run_1/m4.png
(1 px per um) Cells faint in the background.
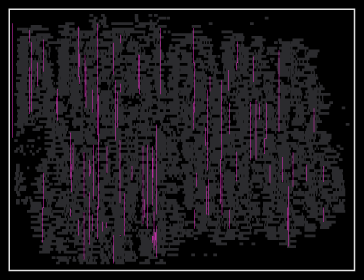
run_1/layers.png
(1 px per um)
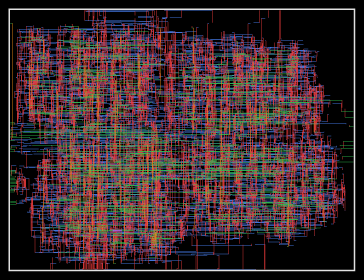
run_1/clock_wires.png
(1 px per um)
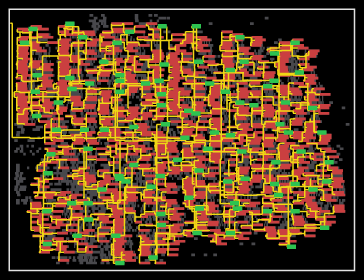
run_1/congestion_map.png
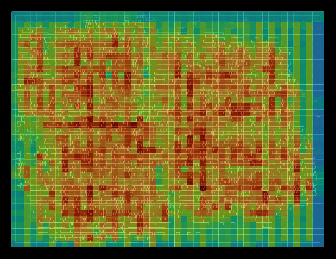
==> config.mk <==
export PLATFORM = sky130hd
export DESIGN_NAME = data_mem_be
export DESIGN_NICKNAME = d
export VERILOG_FILES = /design/src/rtl/dmem_pkg.sv /design/src/rtl/dmem_array.sv /design/src/rtl/data_mem_be.sv
export SDC_FILE = /design/constraint.sdc
export NUM_CORES = 1
export LEC_CHECK = 0
export CORE_ASPECT_RATIO = 0.75
export CORE_MARGIN = 4
export CORE_UTILIZATION = 50
export DETAILED_ROUTE_END_ITERATION = 7
export GPL_ROUTABILITY_DRIVEN = 0
export PLACE_DENSITY_LB_ADDON = 0.3
export SETUP_SLACK_MARGIN = 0.3
export SLEW_MARGIN = 20
export SYNTH_ARGS = -nofsm -noshare
export SYNTH_HDL_FRONTEND = slang
export SYNTH_SLANG_ARGS = --single-unit
==> constraint.sdc <==
create_clock -name clk -period 3.32 [get_ports clk]
set_input_delay 0.664 -clock clk [delete_from_list [all_inputs] [get_ports clk]]
set_output_delay 0.664 -clock clk [all_outputs]
set_load 0.05 [all_outputs]
==> deck_impl_summary.md, run 1 <==
Run Summary

Power
  – Sequential group share of total power: 0.522
  – Comb power frac: 0.068
  – Net Switching: 6.13 mW

Drt
  – Max layer used: met5
  – Met2 WL: 52,000 um
  – Drt pass-1 iters: 6
  – Routed Antenna Nets: 0

Final layout
  – Gate Area: 9810 um^2
  – Reg area: 31,600 um^2
  – Non-clock buffers: 427
  – Combinational share of cell area: 0.196

Outcome
  – Status: completed

Min path
  – Worst min path class: reg -> reg

Setup path
  – Crit Path Category: reg -> reg
  – CP Buf/Inv Count: 2
  – Most frequent CP cell: buf_4
  – Crit Path Max Fanout: 27
  – Reg-to-reg slack, setup: 0.49 ns
  – Critical path's top delay family: AND-OR/OR-AND gates

Synth
  – Dominant cell area share: 0.728
  – XORs/XNORs by Area: 0
  – Post-Syn Nets: 3,276
  – Synth warnings: 0
  – Logic family by area: simple AND/OR/NAND/NOR gates

Final timing
  – Final setup margin: 0.494 ns
  – Endpoints failing hold: 0
  – Tightest Pin Transition: 0.829 ns
  – Slew headroom: 0.446

Clock tree
  – CTS Buffer Depth: 3
  – PostCTS Resize Cnt: 0
  – Post-CTS setup buffer count: 0
  – Clock sinks: 1,064
  – H-Tree Depth: 3

GRT
  – GRT busiest layer: met1
  – Initial antenna violation count: 1
  – Gr ovfl total: 0

Job
  – Max-cap violations: 0
  – Tool warning count: 26

Placed design
  – Inst Count DP: 4,537

Floorplan
  – Die height: 260 um
-- m4.png (at the start) --
wire length on this layer = 3,270 um
main direction = vertical
share of all routed wire = 2.7%
nets with wire on the layer = 53
longest straight run = 114 um
via count: 28,400
WL final: 120,000 um

-- layers.png (at the start) --
green -> M3  # wire length 16,200 um
purple -> M5  # wire length 7.40 um
blue -> M1  # wire length 48.4 mm
orange -> M4  # wire length 3,270 um
red -> M2  # wire length 52.0 mm
GRT Resource Usage Total: 0.267
Avg WL per Cell: 25.4 um

-- clock_wires.png (at the start) --
red -> flip-flops  # count 1,064
yellow -> clock wires  # length 11,200 um
green -> clock-net drivers  # count 97
flops lie = all over the die
Fin Clk Skew: 0.0173 ns
clock share of power: 0.410
Late-Pin Clk Latency: 0.67 ns
Clk. pwr: 11.5 mW

-- congestion_map.png (at the start) --
GR Util met1: 0.396
M2 GR Usage: 0.388

## Run 2: what changed since run 1
--- a/constraint.sdc
+++ b/constraint.sdc
@@ -3,2 +3,2 @@
 set_output_delay 0.664 -clock clk [all_outputs]
-set_load 0.05 [all_outputs]
+set_load 0.02 [all_outputs]
run_2/m4.png
(1 px per um) Cells faint in the background.
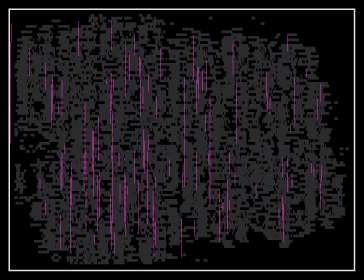
wire length on this layer = 3,350 um
longest straight run = 111 um
WL final: 121,000 um
via count: 28,500

run_2/closeup.png
Window x 248 to 268, y 55 to 75 um. Cells in grey, sequential cells in the stronger grey; small squares are vias.
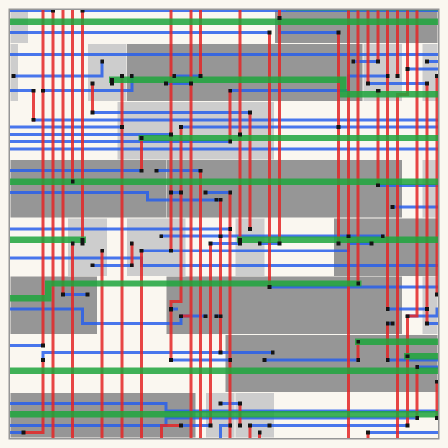
blue -> M1
green -> M3
red -> M2
most frequent = edfxtp_1 (7), nand2_1 (2), nand3_1 (2)
sequential cells in the window = 7
cells with their middle in the window = 15

==> run 2 against run 1 <==
Net effect: hold slack improved by 0.022 ns; wire length rose by 0.97%; die area did not move; register-to-register slack got worse by 0.03 ns; total power rose by 2.3%; cell count rose by 0.15%; global-route usage rose by 0.27 points; core utilization rose by 0.26 points; count of clock-buffer cells in the layout rose by 6; critical path depth fell by 2; largest cell class unchanged.
==> deck_impl_summary.md, run 2 <==
Run Summary

Clock tree
  – Post-CTS setup buffer count: 0 (unchanged)
  – CTS Buffer Depth: 3 (unchanged)
  – Clock sinks: 1,064 (unchanged)
  – PostCTS Resize Cnt: 1 (+1)
  – Late-Pin Clk Latency: 0.69 ns (+0.02 ns)
  – H-Tree Depth: 3 (unchanged)

Placed design
  – DP Area: 46,900 um^2
  – Inst Count DP: 4,540 (+0.066%)

Synth
  – Synth warnings: 0 (unchanged)
  – Dominant cell area share: 0.728 (unchanged)
  – Post-Syn Nets: 3,276 (unchanged)
  – Dominant flop cell: edfxtp_1
  – Logic family by area: simple AND/OR/NAND/NOR gates
  – XORs/XNORs by Area: 0 (unchanged)
  – Post-synth mux share: 0.0239

Final layout
  – Reg area: 31,600 um^2 (unchanged)
  – Buffer share of cell area: 0.0813
  – Gate Area: 9810 um^2 (about the same)
  – # diodes: 1
  – Combinational share of cell area: 0.195 (-0.000960)
  – Non-clock buffers: 430 (+0.70%)
  – Clk cell area share: 0.0693
  – Number of flip-flops in the largest register: 1,024

GRT
  – GRT busiest layer: met1
  – GRT Resource Usage Total: 0.270 (+0.00272)
  – Initial antenna violation count: 5 (+4)
  – Vias in the first global route: 27,600
  – Gr ovfl total: 0 (unchanged)
  – Met3 Usage GRT: 0.0824
  – M2 GR Usage: 0.393 (+0.00546)

Floorplan
  – Core utilization before placement: 0.504
  – Die height: 260 um (unchanged)
  – Die ar.: 89,300 um^2

Job
  – Tool warning count: 29 (+12%)
  – Max-cap violations: 0 (unchanged)

Min path
  – Worst hold path cell count: 2
  – Worst min path class: reg -> reg

Power
  – Leakage Power: 17.9 nW
  – Total power: 28.6 mW
  – Comb power frac: 0.066 (-0.002)
  – Net Switching: 6.23 mW (+1.7%)
  – Clock share of power: 0.424 (+0.014)
  – Clk. pwr: 12.1 mW (+5%)
  – Sequential group share of total power: 0.510 (-0.012)
  – Sw Ratio: 0.218
  – VDD IR max: 0.547 mV
  – Seq pwr: 14.6 mW

Outcome
  – Status: completed

Drt
  – Routed Antenna Nets: 0 (unchanged)
  – Avg WL per Cell: 25.6 um (+0.82%)
  – Drt pass-1 iters: 7 (+1)
  – Max layer used: met5
  – Met2 WL: 52,600 um (+1.2%)

Setup path
  – Most frequent CP cell: clkdlybuf4s50_1
  – CP Buf/Inv Count: 4 (+2)
  – Critical path's top delay family: buffers and inverters
  – Reg-to-reg slack, setup: 0.46 ns (-0.03 ns)
  – Crit Path Max Fanout: 13 (-52%)
  – Crit path DRT: 2.66 ns
  – Crit Path Category: in -> out

Final timing
  – Cycle use final: 0.881
  – Final setup margin: 0.396 ns (-0.0976 ns)
  – Endpoints failing hold: 0 (unchanged)
  – Fin Clk Skew: 0.0342 ns (+0.0169 ns)
  – Slew headroom: 0.444 (-0.00206)
  – Endpoints failing setup: 0
Power is estimated from default activity; no workload was simulated.
